### src/rtl/opcode_issuer_pkg.sv
// Shared Tetris command types used by the opcode issuer and its FIFO.
// Optional feature macro: OPCODE_ISSUER_SPEEDUP_EN (see opcode_issuer.sv).
package tetris;

    localparam int OPCODE_W = 3;

    typedef enum logic [OPCODE_W-1:0] {
        eNew       = 3'd0,
        eMoveLeft  = 3'd1,
        eMoveRight = 3'd2,
        eMoveDown  = 3'd3,
        eRotate    = 3'd4,
        eCommit    = 3'd5,
        eCheck     = 3'd6
    } opcode_e;

endpackage

### src/rtl/opcode_issuer_if.sv
// Command-FIFO write port: the issuer drives opcode/strobe, the FIFO answers full.
interface opcode_issuer_if;
    import tetris::*;

    opcode_e opcode_o;
    logic    opcode_write_o;
    logic    opcode_full_i;

    modport master (output opcode_o, output opcode_write_o, input opcode_full_i);
    modport slave  (input opcode_o, input opcode_write_o, output opcode_full_i);
endinterface

### src/rtl/opcode_issuer_gravity_timer.sv
// Gravity timer: counts play cycles and requests an automatic move-down.
// With OPCODE_ISSUER_SPEEDUP_EN the period shrinks per cleared line.
module gravity_timer #(
    parameter int gravity_period_p = 25000000,
    parameter int min_period_p     = 2500000,
    parameter int speedup_step_p   = 1000000
) (
    input  logic clk_i,
    input  logic reset_i,
    input  logic enable_i,
    input  logic reload_i,
`ifdef OPCODE_ISSUER_SPEEDUP_EN
    input  logic line_i,
    input  logic restart_i,
`endif
    output logic tick_o
);
    localparam logic [31:0] GRAV_LP = 32'(gravity_period_p);

    logic [31:0] r_count;
    logic [31:0] w_period;

`ifdef OPCODE_ISSUER_SPEEDUP_EN
    localparam logic [31:0] MIN_LP  = 32'(min_period_p);
    localparam logic [31:0] STEP_LP = 32'(speedup_step_p);

    logic [31:0] r_period;

    function automatic logic [31:0] shrink_period(input logic [31:0] period);
        logic [31:0] result;
        if (period >= MIN_LP + STEP_LP) result = period - STEP_LP;
        else                            result = MIN_LP;
        return result;
    endfunction

    // Period register: shortened per cleared line, restored when a game starts.
    always_ff @(posedge clk_i) begin
        if (reset_i)        r_period <= GRAV_LP;
        else if (restart_i) r_period <= GRAV_LP;
        else if (line_i)    r_period <= shrink_period(r_period);
    end

    assign w_period = r_period;
`else
    localparam int unused_cfg_lp = min_period_p + speedup_step_p;

    assign w_period = GRAV_LP;
`endif

    // The counter saturates at period-1 so a blocked tick stays asserted until
    // the move-down is finally written and reloads it.
    assign tick_o = enable_i && (r_count >= w_period - 32'd1);

    // Gravity counter: runs only while enabled, restarts on each move-down write.
    always_ff @(posedge clk_i) begin
        if (reset_i)                    r_count <= '0;
        else if (reload_i)              r_count <= '0;
        else if (enable_i && !tick_o)   r_count <= r_count + 32'd1;
    end

endmodule

### src/rtl/opcode_issuer.sv
// Opcode issuer: turns button pulses, gravity ticks and plate events into
// a stream of opcodes for the command FIFO.
// Optional feature macro: OPCODE_ISSUER_SPEEDUP_EN (line clears speed up gravity).
module opcode_issuer
    import tetris::*;
#(
    parameter int gravity_period_p = 25000000,
    parameter int min_period_p     = 2500000,
    parameter int speedup_step_p   = 1000000
) (
    input  logic            clk_i,
    input  logic            reset_i,
    input  logic            start_i,
    input  logic            left_i,
    input  logic            right_i,
    input  logic            down_i,
    input  logic            rotate_i,
    input  logic            landed_i,
    input  logic            line_elimination_i,
    input  logic            lose_i,
    opcode_issuer_if.master fifo_if,
    output logic            playing_o
);
    typedef enum logic [2:0] {
        eIdle, eSpawn, ePlay, eCommitIss, eCheckIss, eLostWait
    } state_e;

    state_e  r_state, w_state_next;
    logic    r_pend_left, r_pend_right, r_pend_down, r_pend_rot, r_pend_landed;
    logic    r_lock;
    opcode_e r_lock_op;
    opcode_e w_opcode;
    logic    w_write, w_accept, w_in_play, w_tick, w_clear_moves, w_drop_all;

    function automatic logic next_flag(input logic pend, input logic set,
                                       input logic written, input logic drop);
        return (written || drop) ? 1'b0 : (pend || set);
    endfunction

    assign w_in_play     = (r_state == ePlay);
    assign w_accept      = w_write && !fifo_if.opcode_full_i;
    assign w_drop_all    = (w_state_next == eLostWait);
    assign w_clear_moves = (w_state_next == eCommitIss) || w_drop_all;

    // Next state and write request; a held opcode keeps priority until written.
    always_comb begin
        w_state_next = r_state;
        w_write      = 1'b0;
        w_opcode     = eNew;
        case (r_state)
            eIdle:      if (start_i) w_state_next = eSpawn;
            eSpawn: begin
                w_write  = 1'b1;
                w_opcode = eNew;
                if (!fifo_if.opcode_full_i) w_state_next = ePlay;
            end
            ePlay: begin
                if (r_lock) begin
                    w_write  = 1'b1;
                    w_opcode = r_lock_op;
                end else if (landed_i || r_pend_landed) begin
                    w_state_next = eCommitIss;
                end else if (r_pend_rot) begin
                    w_write  = 1'b1;
                    w_opcode = eRotate;
                end else if (r_pend_left) begin
                    w_write  = 1'b1;
                    w_opcode = eMoveLeft;
                end else if (r_pend_right) begin
                    w_write  = 1'b1;
                    w_opcode = eMoveRight;
                end else if (r_pend_down || w_tick) begin
                    w_write  = 1'b1;
                    w_opcode = eMoveDown;
                end
            end
            eCommitIss: begin
                w_write  = 1'b1;
                w_opcode = eCommit;
                if (!fifo_if.opcode_full_i) w_state_next = eCheckIss;
            end
            eCheckIss: begin
                w_write  = 1'b1;
                w_opcode = eCheck;
                if (!fifo_if.opcode_full_i) w_state_next = eSpawn;
            end
            eLostWait:  if (start_i && !lose_i) w_state_next = eSpawn;
            default:    w_state_next = eIdle;
        endcase
        if (lose_i) begin
            w_state_next = eLostWait;
            w_write      = 1'b0;
            w_opcode     = eNew;
        end
    end

    // State register.
    always_ff @(posedge clk_i) begin
        if (reset_i) r_state <= eIdle;
        else         r_state <= w_state_next;
    end

    // Pending request flags: set by pulses in play, cleared when written or dropped.
    always_ff @(posedge clk_i) begin
        if (reset_i) begin
            r_pend_left   <= 1'b0;
            r_pend_right  <= 1'b0;
            r_pend_down   <= 1'b0;
            r_pend_rot    <= 1'b0;
            r_pend_landed <= 1'b0;
        end else begin
            r_pend_left   <= next_flag(r_pend_left, w_in_play && left_i,
                                       w_accept && (w_opcode == eMoveLeft), w_clear_moves);
            r_pend_right  <= next_flag(r_pend_right, w_in_play && right_i,
                                       w_accept && (w_opcode == eMoveRight), w_clear_moves);
            r_pend_down   <= next_flag(r_pend_down, w_in_play && (down_i || w_tick),
                                       w_accept && (w_opcode == eMoveDown), w_clear_moves);
            r_pend_rot    <= next_flag(r_pend_rot, w_in_play && rotate_i,
                                       w_accept && (w_opcode == eRotate), w_clear_moves);
            r_pend_landed <= next_flag(r_pend_landed, w_in_play && landed_i,
                                       w_accept && (w_opcode == eCommit), w_drop_all);
        end
    end

    // Hold flag: a play-state write stalled on full freezes its opcode.
    always_ff @(posedge clk_i) begin
        if (reset_i) r_lock <= 1'b0;
        else         r_lock <= w_in_play && w_write && fifo_if.opcode_full_i;
    end

    // Opcode captured every cycle; only consulted while the hold flag is set.
    always_ff @(posedge clk_i) begin
        r_lock_op <= w_opcode;
    end

    gravity_timer #(
        .gravity_period_p (gravity_period_p),
        .min_period_p     (min_period_p),
        .speedup_step_p   (speedup_step_p)
    ) u_gravity (
        .clk_i     (clk_i),
        .reset_i   (reset_i),
        .enable_i  (w_in_play),
        .reload_i  (w_accept && (w_opcode == eMoveDown)),
`ifdef OPCODE_ISSUER_SPEEDUP_EN
        .line_i    (line_elimination_i),
        .restart_i (start_i),
`endif
        .tick_o    (w_tick)
    );

`ifndef OPCODE_ISSUER_SPEEDUP_EN
    logic w_unused_line;
    assign w_unused_line = line_elimination_i;
`endif

    assign fifo_if.opcode_o       = w_opcode;
    assign fifo_if.opcode_write_o = w_write;
    assign playing_o              = w_in_play;

endmodule
### src/flat_wrapper.sv
// flat-port wrapper written by rule: the top's interface ports become plain ports
module opcode_issuer_flat import tetris::*;
#(
    parameter int gravity_period_p = 25000000,
    parameter int min_period_p     = 2500000,
    parameter int speedup_step_p   = 1000000
)
  (clk_i, reset_i, start_i, left_i, right_i, down_i, rotate_i, landed_i, line_elimination_i, lose_i, playing_o, fifo_if_opcode_o, fifo_if_opcode_write_o, fifo_if_opcode_full_i);
  opcode_issuer_if fifo_if_i ();
  input  logic clk_i;
  input  logic reset_i;
  input  logic start_i;
  input  logic left_i;
  input  logic right_i;
  input  logic down_i;
  input  logic rotate_i;
  input  logic landed_i;
  input  logic line_elimination_i;
  input  logic lose_i;
  output logic playing_o;
  output wire logic [$bits(fifo_if_i.opcode_o)-1:0] fifo_if_opcode_o;
  output wire logic [$bits(fifo_if_i.opcode_write_o)-1:0] fifo_if_opcode_write_o;
  input wire logic [$bits(fifo_if_i.opcode_full_i)-1:0] fifo_if_opcode_full_i;
  assign fifo_if_opcode_o = fifo_if_i.opcode_o;
  assign fifo_if_opcode_write_o = fifo_if_i.opcode_write_o;
  assign fifo_if_i.opcode_full_i = fifo_if_opcode_full_i;
  opcode_issuer #(.gravity_period_p(gravity_period_p), .min_period_p(min_period_p), .speedup_step_p(speedup_step_p)) u_core (.clk_i(clk_i), .reset_i(reset_i), .start_i(start_i), .left_i(left_i), .right_i(right_i), .down_i(down_i), .rotate_i(rotate_i), .landed_i(landed_i), .line_elimination_i(line_elimination_i), .lose_i(lose_i), .fifo_if(fifo_if_i), .playing_o(playing_o));
endmodule
### config.mk
export PLATFORM = sky130hd
export DESIGN_NAME = opcode_issuer_flat
export DESIGN_NICKNAME = d
export VERILOG_FILES = /design/src/rtl/opcode_issuer_pkg.sv /design/src/rtl/opcode_issuer_if.sv /design/src/rtl/opcode_issuer_gravity_timer.sv /design/src/rtl/opcode_issuer.sv /design/src/flat_wrapper.sv
export SDC_FILE = /design/constraint.sdc
export NUM_CORES = 1
export LEC_CHECK = 0
export CAP_MARGIN = 10
export CORE_ASPECT_RATIO = 1.1
export CORE_MARGIN = 5
export CORE_UTILIZATION = 60
export DETAILED_ROUTE_END_ITERATION = 7
export HOLD_SLACK_MARGIN = 0.02
export PLACE_DENSITY_LB_ADDON = 0.15
export SLEW_MARGIN = 40
export SYNTH_ARGS = -nofsm -noshare
export SYNTH_HDL_FRONTEND = slang
export SYNTH_SLANG_ARGS = --single-unit
### constraint.sdc
create_clock -name clk_i -period 3.6 [get_ports clk_i]
set_clock_uncertainty 0.15 [all_clocks]
set_input_delay 0.36 -clock clk_i [delete_from_list [all_inputs] [get_ports clk_i]]
set_output_delay 0.36 -clock clk_i [all_outputs]
set_load 0.1 [all_outputs]
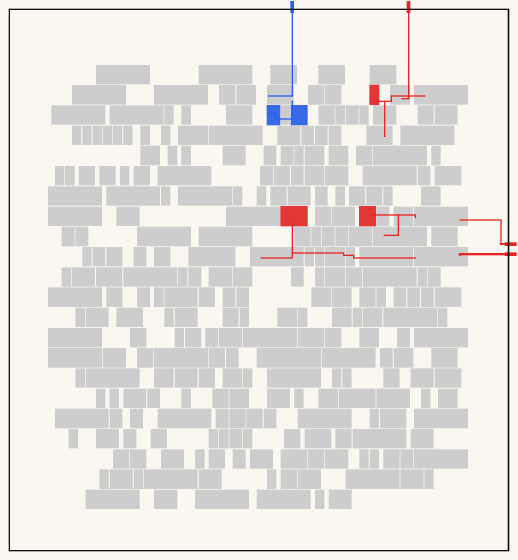
(port wiring)
[red] fifo_if_opcode_o | bits: 3 | direction: output | end cells: 3 | buffers: 3 | wire: 77.8 um
[blue] start_i | bits: 1 | direction: input | end cells: 2 | buffers: 1 | wire: 20.9 um

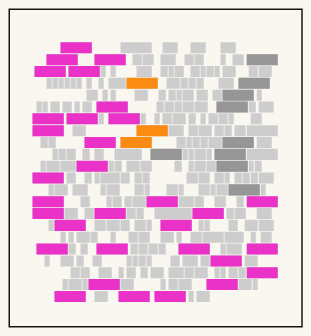
(sequential cells colored by netlist name)
[orange] u_core.r_state | placed flops: 3
[magenta] u_core.u_gravity.r_count | placed flops: 32 | where: widely spread
not colored: 9

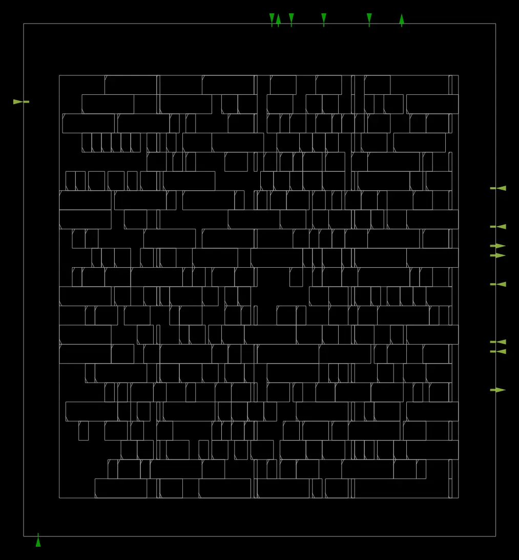
(placed standard cells)
tap cell count: 48
floorplan core area: 3390 um^2

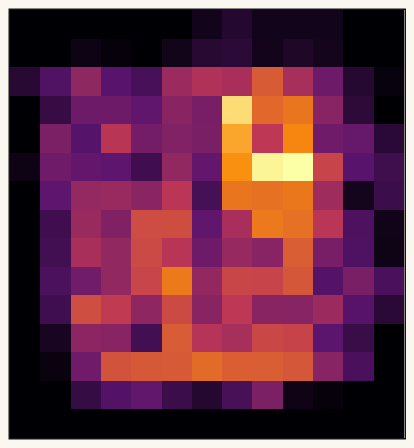
(wire density map)
The die is cut into 13 by 15 equal tiles; black is low, pale yellow is high, scaled to the fullest tile. Values are wire area over tile area, all layers added.
densest ninth of the die: center
mean over tiles: 0.14
nearly empty tiles: 23%
tiles over half the peak: 20%
fullest tile: 0.52

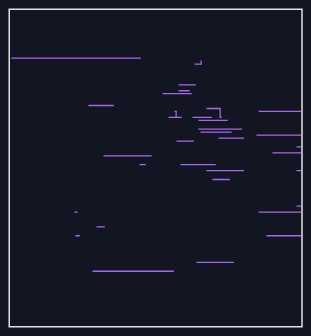
(the metal 3 layer)
longest straight run: 29.4 um
share of all routed wire: 4.5%
wire length on this layer: 201 um
main direction: horizontal

==> report_power, final <==
part	internal (uW)	leakage, uW	switching, uW
clock	93.2	0.0000380	155
sequential	490	0.000355	6.92
combinational	30.3	0.000502	45.3
total	614	0.000895	208
==> registers in the layout (all words and copies together), names as in the netlist <==
name	flops
u_core.r_pend_left	1
u_core.r_pend_rot	1
u_core.r_pend_down	1
u_core.r_pend_right	1
u_core.r_state	3
u_core.u_gravity.r_count	32
u_core.r_lock	1
u_core.r_pend_landed	1
u_core.r_lock_op	3
==> worst register-to-register path: cells and delay by family (launching register included) <==
| family | cells | cell delay, ns |
|---|---|---|
| buf+inv | 1 | 0.30 |
| flops | 1 | 0.33 |
| simple gates | 4 | 1.28 |
| compound gates | 2 | 0.64 |
==> run notes <==
yosys + openroad results -> wire length on met3 200 um, worst path buffer plus inverter count 1, worst hold slack 0.285 ns, clk cell area share 2.53%, cell area after layout 2420 um^2, antenna cell count 0, CP Max Fanout 8, placed wire-length estimate after detailed placement 3070 um, Crit Path Category register to output pin, maximum number of pins on one net before global-route repair 33, final core utilization 71.6%, vias per inst 5.90, share of cells above drive strength 1 10.6%, WL met1 2070 um, CP startpoint kind register, total design power 822 uW, Mapped Cells 257, Buffers on Ports 14, source of the worst register-to-register timing path u_core.u_gravity.r_count[28]$_SDFFE_PP0P_, dominant combinational cell family by area after synthesis simple AND/OR/NAND/NOR gates, met3 Usage GRT 3.85%, Top cell area share 41.2%, FF/Latch Area 881 um^2, highest signal layer in the routed design met4, P_leak 0.000895 uW, worst min path class register to register, final weighted congestion in routability-driven placement 0.925, FF+latch count 44, flip-flop and latch count after synthesis 44, clock root buffer clkbuf_4, fraction of area in multi-input gates 48.9%, global routing met1 resource utilization 26.4%, Most used DFF post-synth dfxtp_1, global-route wire length before repair 7810 um, dpl cell area 2360 um^2, hold-critical path endpoint u_core.u_gravity.r_count[28]$_SDFFE_PP0P_, count of unique library cells instantiated by Yosys 45, Max rail drop VDD 0.246 mV, worst-case setup slack after placement 0.709 ns, multi-input combinational gate total 192, floorplan-stage core utilization 63.2%, Worst EP arrival 2.81 ns, final tally of max-slew violations 0, parity-gate share of the synthesized area counting xor and xnor cells 8.60%, endpoints failing hold 0, die area 4860 um^2, most frequently placed logic cell in the final layout dfxtp_1, overall routing resource usage 20.3%, total cells reported by yosys after synthesis 257, most common logic cells in the final layout 44 x dfxtp_1, 43 x nor2_1, 18 x xor2_1, Post-layout nets 284, net count after synthesis 269, Top-Level Pins 16, cell chain of the critical path or4_4 > nor4b_1 > nand3_1 > a31oi_1 > nand2_1 > nor2_2 > buf_12, # resized after CTS 0, termination of the worst setup path fifo_if_opcode_o[0], worst skew pair latency 0.35 ns, total wirelength of the detailed-routed design 4420 um, library cell contributing the largest single delay on the critical path or4_4, share of cell area taken by flip-flops and latches 36.3%, reg-to-reg setup timing slack 0.78 ns, Pwr Density 339 nW/um^2, mux frac, synth 0.468%, grt peak-use layer met2, starting DRC count in detailed routing 179, multi-input logic area 1190 um^2, Placed Cells 313, CTS Sinks 44, Cell area leaders dfxtp_1 41%, nor2_1 7.7%, xor2_1 7.4%, x dimension of the die 66.9 um, DRT antenna net count 0, Synth async-reset ratio 0%, R2R cell count 7, terminus of the critical flop-to-flop path u_core.u_gravity.r_count[9]$_SDFFE_PP0P_, run status finished clean, Crit path required time 3.09 ns
Power and IR drop assume default switching activity.
